[src/rtl/mem_arbiter.sv]
// mem_arbiter: shares one RAM port between instruction fetch and data access,
// with fixed data priority and a starvation limit that forces a fetch grant.
module mem_arbiter #(
    parameter int STARVE_LIMIT = 4
) (
    input  logic        CLK,
    input  logic        RST,
    input  logic        iREN,
    input  logic [31:0] iaddr,
    output logic [31:0] iload,
    output logic        iwait,
    input  logic        dREN,
    input  logic        dWEN,
    input  logic [31:0] daddr,
    input  logic [31:0] dstore,
    output logic [31:0] dload,
    output logic        dwait,
    output logic        ramREN,
    output logic        ramWEN,
    output logic [31:0] ramaddr,
    output logic [31:0] ramstore,
    input  logic [31:0] ramload,
    input  logic        ram_ready,
    output logic [1:0]  owner
);
    typedef enum logic [1:0] {IDLE = 2'b00, IGRANT = 2'b01, DGRANT = 2'b10} state_t;

    state_t      state, state_nx;
    logic [3:0]  starve;
    logic        op_wr;
    logic [31:0] addr_r, store_r;
    logic        starved, i_done, d_done;

    assign starved = iREN && (starve == 4'(STARVE_LIMIT));

    always_comb begin
        state_nx = state;
        if (state == IDLE)
            state_nx = ((dREN || dWEN) && !starved) ? DGRANT : (iREN ? IGRANT : IDLE);
        else if (ram_ready)
            state_nx = IDLE;
    end

    always_ff @(posedge CLK) begin
        if (RST) begin
            state   <= IDLE;
            starve  <= '0;
            op_wr   <= 1'b0;
            addr_r  <= '0;
            store_r <= '0;
        end else begin
            state <= state_nx;
            if (state == IDLE && state_nx == DGRANT) begin
                addr_r  <= daddr;
                store_r <= dstore;
                op_wr   <= dWEN;
            end
            if (state == IDLE && state_nx == IGRANT) begin
                addr_r  <= iaddr;
                store_r <= '0;
                op_wr   <= 1'b0;
            end
            // IGRANT entry wins over the idle clear; DGRANT entry counts only while fetch waits
            if (state == IDLE && state_nx == IGRANT)
                starve <= '0;
            else if (state == IDLE && state_nx == DGRANT && iREN)
                starve <= starved ? starve : starve + 4'd1;
            else if (state == IDLE && !iREN)
                starve <= '0;
        end
    end

    assign i_done   = (state == IGRANT) && ram_ready;
    assign d_done   = (state == DGRANT) && ram_ready;
    assign iwait    = !i_done;
    assign dwait    = !d_done;
    assign iload    = i_done ? ramload : '0;
    assign dload    = d_done ? ramload : '0;
    assign ramREN   = (state != IDLE) && !op_wr;
    assign ramWEN   = (state != IDLE) && op_wr;
    assign ramaddr  = addr_r;
    assign ramstore = store_r;
    assign owner    = state;
endmodule

[config.mk]
export PLATFORM = sky130hd
export DESIGN_NAME = mem_arbiter
export DESIGN_NICKNAME = d
export VERILOG_FILES = /design/src/rtl/mem_arbiter.sv
export SDC_FILE = /design/constraint.sdc
export NUM_CORES = 1
export LEC_CHECK = 0
export CORE_MARGIN = 5
export CORE_UTILIZATION = 38
export DETAILED_ROUTE_END_ITERATION = 8
export PLACE_DENSITY = 0.93
export SLEW_MARGIN = 40
export SYNTH_ARGS = -nofsm -noshare
export SYNTH_HDL_FRONTEND = slang
export SYNTH_SLANG_ARGS = --single-unit
[constraint.sdc]
create_clock -name CLK -period 4.8 [get_ports CLK]
set_clock_uncertainty 0.2 [all_clocks]
set_input_delay 1.2 -clock CLK [delete_from_list [all_inputs] [get_ports CLK]]
set_output_delay 1.2 -clock CLK [all_outputs]
set_load 0.05 [all_outputs]
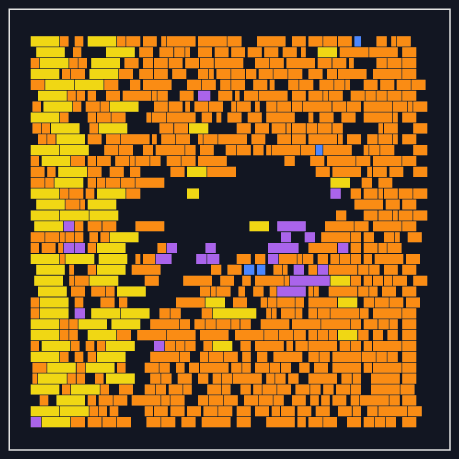
(run_1/drive_strength.png)
Scale: 4 px per µm.
[orange] drive 1 or less | cells: 569 | share: 85% | most used: clkdlybuf4s50_1
[blue] drive 2 | cells: 4 | share: 0.60%
[yellow] drive 6 and up | cells: 76 | share: 11% | most used: buf_12
[purple] drive 3 to 4 | cells: 23 | share: 3.4% | most used: buf_4
setup slack after layout: 755.6 ps
Signal buffers: 280

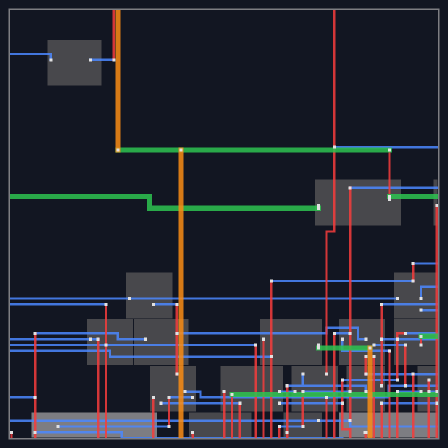
(run_1/zoom.png)
Window x 42 to 67, y 42 to 67 µm. Cells in grey, sequential cells in the stronger grey; small squares are vias.
[red] met2
[green] met3
[orange] met4
[blue] met1
sequential cells in the window: 2
cells with their middle in the window: 17
netlist names of flops here include: op_wr (1), starve (1)
most frequent: clkdlybuf4s50_1 (3), buf_4 (3)

==> GITHUB_STEP_SUMMARY, run 1 <==
### Metrics collected by this job

| Metric | Value |
|---|---|
| Status | `complete, no violations` |
| Non-Filler Instances | `808` |
| Final Max Tran Viols | `0` |
| Filler instances | `623` |
| Residual DRC | `0` |
| Number of placed cells counting well taps | `between 700 and 800` |
| Buffers plus inverters on the worst setup path | `3` |
| Sequential power | `0.674 mW` |
| Metal3 WL | `1.784 mm` |
| Layout cells sized above 1 | `0.1533` |
| Number of setup violations in the final report | `0` |
| WL final | `~18 mm` |
| # Cells Yosys | `430` |
| First-pass GRT wire length | `25.89 mm` |
| Met2 WL | `8.748 mm` |
| Worst Tran Pin Value | `between 700 and 800 ps` |
| Sequential share of the synthesized area | `0.3753` |
| Max Buffers Root-to-Sink | `2` |
| Compound Share, Synth | `0.3023` |
| Tightest Hold Check Type | `reg -> reg` |
| Top power group | `combinational cells` |
| Post-CTS Resized | `0` |
| CP Launch Type | `primary input` |
| Top cells by count | `dfxtp_1, a211oi_1, and2_1` |
| P_clk | `0.508 mW` |
| Syn Area/Cell | `8.808 µm²` |
| Syn_nets | `566` |
| Final net count | `803` |
| Root Buffer | `clkbuf_8` |
| Inverter count | `38` |
| Gr ovfl total | `0` |
| CP arrival | `2640 ps` |
| Cts bufs inserted | `9` |
| Fmax | `0.2473 GHz` |
| P&R area growth vs syn | `93.59%` |
| Final hold violations | `0` |
| Port Buffers | `267` |
| Sequential cell area | `between 0.001 and 0.0015 mm²` |
| Top cells, area | `dfxtp_1, a211oi_1, and2_1` |
| Synth Area in Simple Gates | `0.2114` |
| Clock share of power | `0.265` |
| GR Util met2 | `0.4666` |
| Max FO, Critical Path | `32` |
| R2r setup slk | `2470 ps` |
| Comb power frac | `0.383` |
| Die H | `109.8 µm` |
| Clk sinks | `71` |
| Slowest cell on crit path | `clkdlybuf4s50_1` |
| Pwr Total | `between 1.5 and 2 mW` |
| Gate Area | `0.001987 mm²` |
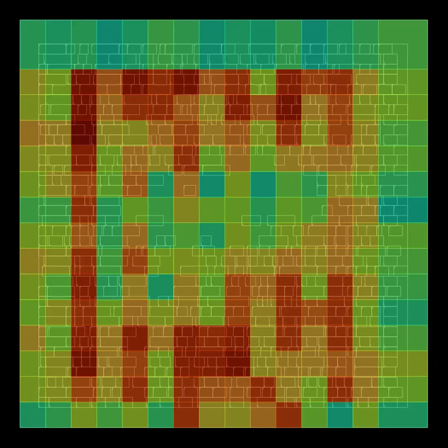
(run_1/final_congestion.png)
Most Crowded Layer GR: met2
fin util: 0.7536
Wirelength per Cell: 21.71 µm
grt met1 use: 0.2959

run 1: final timing paths:
check              start            to  depth (start not counted)
min          ramstore[2]   ramstore[2]                          2
max            ram_ready      iload[9]                          6
max reg2reg    starve[0]  ramstore[17]                          6
min reg2reg  ramstore[2]   ramstore[2]                          2
run 1: cells by family after synthesis:
group                      after synthesis
AOI/OAI and AO/OA                      139
buffers and inverters                   92
DFF                                     71
and+or+nand+nor                        126
adders and majority gates                2
run 1: worst reg2reg max path, delay by kind of cell (launching register included):
family | cells | cell delay [ps]
simple gates | 2 | 550
buf+inv | 2 | 450
flops | 1 | 410
compound gates | 1 | 350
fa+ha+maj | 1 | 260
run 1: flip-flops by register name, indices dropped and copies added (netlist names):
| register | count |
|---|---|
| ramaddr | 32 |
| ramstore | 32 |
| owner | 2 |
| op_wr | 1 |
| starve | 4 |
## Run 2: what changed since run 1
--- a/config.mk
+++ b/config.mk
@@ -6,9 +6,9 @@
 export NUM_CORES = 1
 export LEC_CHECK = 0
 export CORE_MARGIN = 5
-export CORE_UTILIZATION = 38
+export CORE_UTILIZATION = 32
 export DETAILED_ROUTE_END_ITERATION = 8
-export PLACE_DENSITY = 0.93
+export PLACE_DENSITY = 0.84
 export SLEW_MARGIN = 40
 export SYNTH_ARGS = -nofsm -noshare
 export SYNTH_HDL_FRONTEND = slang
==> constraint.sdc (replaced) <==
create_clock -name CLK -period 3.3 [get_ports CLK]
set_clock_uncertainty 0.2 [all_clocks]
set_input_delay 0.825 -clock CLK [delete_from_list [all_inputs] [get_ports CLK]]
set_output_delay 0.825 -clock CLK [all_outputs]
set_load 0.05 [all_outputs]
==> GITHUB_STEP_SUMMARY, run 2 <==
### Metrics collected by this job

| Metric | Value |
|---|---|
| Status | `complete, no violations` |
| R2r setup slk | `1150 ps (-1320 ps)` |
| Top cells by count | `dfxtp_1, a211oi_1, and2_1` |
| Wirelength per Cell | `19.87 µm (-8.5%)` |
| Inverter count | `38 (unchanged)` |
| Hold Crit Endpoint | `ramstore[14]` |
| Signal buffers | `288 (+2.9%)` |
| Crit path from | `ram_ready` |
| Top power group | `clock` |
| Setup crit end | `dload[14]` |
| Gr ovfl total | `0 (unchanged)` |
| Number of setup violations in the final report | `0 (unchanged)` |
| Cts bufs inserted | `9 (unchanged)` |
| Residual DRC | `0 (unchanged)` |
| Layout cells sized above 1 | `0.1632 (+0.009961)` |
| Final Max Tran Viols | `0 (unchanged)` |
| Sequential power | `0.983 mW (+46%)` |
| P_clk | `1.10 mW (+120%)` |
| Filler instances | `870 (+40%)` |
| Comb power frac | `0.338 (-0.045)` |
| Syn Area/Cell | `8.808 µm² (unchanged)` |
| Port Buffers | `267 (unchanged)` |
| Buffers plus inverters on the worst setup path | `3 (unchanged)` |
==> run 2: netlist changes by cell type in the layout (fill, tap and decap cells not counted), sizes merged <==
cell	delta
diode	-3
clkinvlp	-1
buf	+9
inv	-1
clkdlybuf4s50	-1
bufinv	+2
==> run 2: tightest hold or removal path, stage by stage (launching register included) <==
cell	delay (ps)
dfxtp_1	310
o31ai_1	60
a211oi_1	60
==> run 2: repair_timing <==
| action | 4_1_cts | 5_1_grt |
|---|---|---|
| hold endpoints to repair | 0 | 0 |
| gates resized | 0 | 2 |
| setup endpoints to repair | 0 | 10 |
==> run 2: routing by layer <==
metal,vias up,global-route usage,wire length (µm)
met2,229,0.3982,8585
met4,0,0.09993,427
met3,32,0.07927,1410
li1,2109,-,-
met1,2157,0.2302,5931
met5,-,0,0
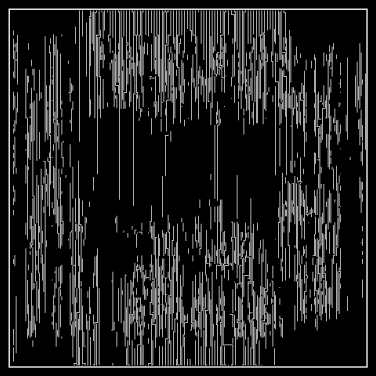
(run_2/met2.png)
Scale: 3 px per µm.
nets with wire on the layer: 728
share of all routed wire: 53%
main direction: vertical
GR Util met2: 0.3982
WL final: 16.35 mm

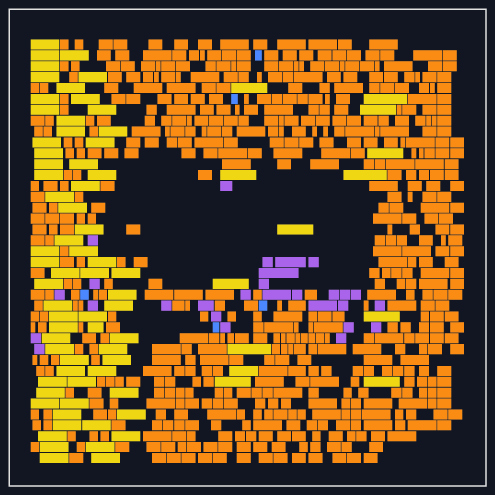
(run_2/drive_strength.png)
Scale: 4 px per µm.
[purple] drive 3 to 4 | cells: 28 | share: 4.1% | most used: buf_4
[orange] drive 1 or less | cells: 569 | share: 84% | most used: clkdlybuf4s50_1
[yellow] drive 6 and up | cells: 78 | share: 11% | most used: buf_12
[blue] drive 2 | cells: 5 | share: 0.74%

## Run 3: what changed since run 2
--- a/config.mk
+++ b/config.mk
@@ -5,6 +5,7 @@
 export SDC_FILE = /design/constraint.sdc
 export NUM_CORES = 1
 export LEC_CHECK = 0
+export CORE_ASPECT_RATIO = 0.7
 export CORE_MARGIN = 5
 export CORE_UTILIZATION = 32
 export DETAILED_ROUTE_END_ITERATION = 8
==> GITHUB_STEP_SUMMARY, run 3 <==
### Metrics collected by this job

| Metric | Value |
|---|---|
| WL final | `16.21 mm (-0.89%)` |
| Top cells by count | `dfxtp_1, a211oi_1, and2_1` |
| Inverter count | `38 (unchanged)` |
| Comb group | `1.07 mW` |
| Final hold violations | `0` |
| Post-DP HPWL | `12.40 mm` |
| Synth Area in Simple Gates | `0.2114` |
| Sequential power | `0.981 mW (about the same)` |
| Crit path from | `ram_ready` |
| R2r setup slk | `900 ps (-250 ps)` |
| Wirelength per Cell | `19.46 µm (-2.1%)` |
| Drt pass-1 iters | `5` |
| Port Buffers | `267 (unchanged)` |
| Buffers plus inverters on the worst setup path | `3 (unchanged)` |
| Status | `complete, no violations` |
| Relative slew margins | `0.5023` |
| Signal buf overhead | `0.4584` |
| Post-CTS Resized | `0 (unchanged)` |
| Ports | `268` |
| Hold Crit Endpoint | `ramstore[30]` |
| Syn Area/Cell | `8.808 µm² (unchanged)` |
| Gr ovfl total | `0 (unchanged)` |
| P_clk | `1.10 mW (about the same)` |
| Layout cells sized above 1 | `0.1556 (-0.007680)` |
| Final Max Tran Viols | `0 (unchanged)` |
| Top power group | `clock` |
| Residual DRC | `0 (unchanged)` |
| Filler instances | `897 (+3.1%)` |
| Cts bufs inserted | `9 (unchanged)` |
| Number of setup violations in the final report | `0 (unchanged)` |
| Largest net degree at the start of global routing | `71` |
| Setup crit end | `iload[22]` |
run 3: cell counts after synthesis:
No cell type changed its count.
run 3: per-stage QoR:
step	instances	utilization	power, mW
2_1_floorplan	430	-	1.574
3_3_place_gp	816	0.6187	2.040
3_5_place_dp	816	0.6187	2.063
4_1_cts	832	0.6478	3.166
5_1_grt	833	0.6480	3.262
6_report	833	0.6480	3.146
run 3: layer usage:
| metal | global-route usage | routed length (µm) | up-vias | part of all wire |
|---|---|---|---|---|
| met5 | 0 | 0 | - | 0 |
| met4 | 0.06106 | 312 | 0 | 0.019 |
| met3 | 0.09625 | 1791 | 20 | 0.11 |
| met2 | 0.3816 | 8316 | 257 | 0.51 |
| met1 | 0.2351 | 5787 | 2111 | 0.36 |
| li1 | - | - | 2094 | - |
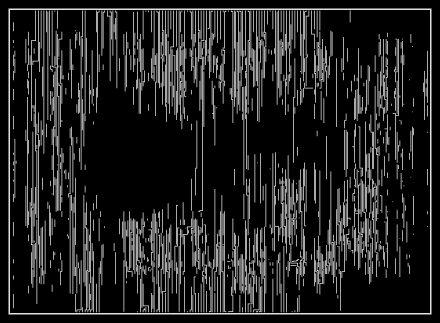
(run_3/met2.png)
Scale: 3 px per µm.
main direction: vertical
nets with wire on the layer: 722

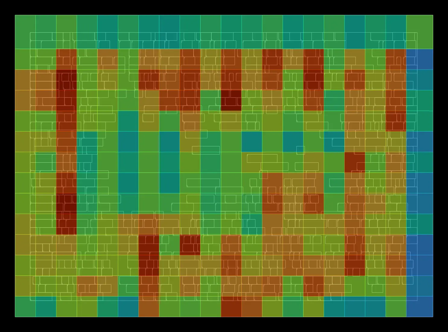
(run_3/final_congestion.png)
grt met1 use: 0.2351
GRT Util Overall: 0.2152
GR Util met2: 0.3816

No activity file was given, so power comes from the tool's default toggle rates.
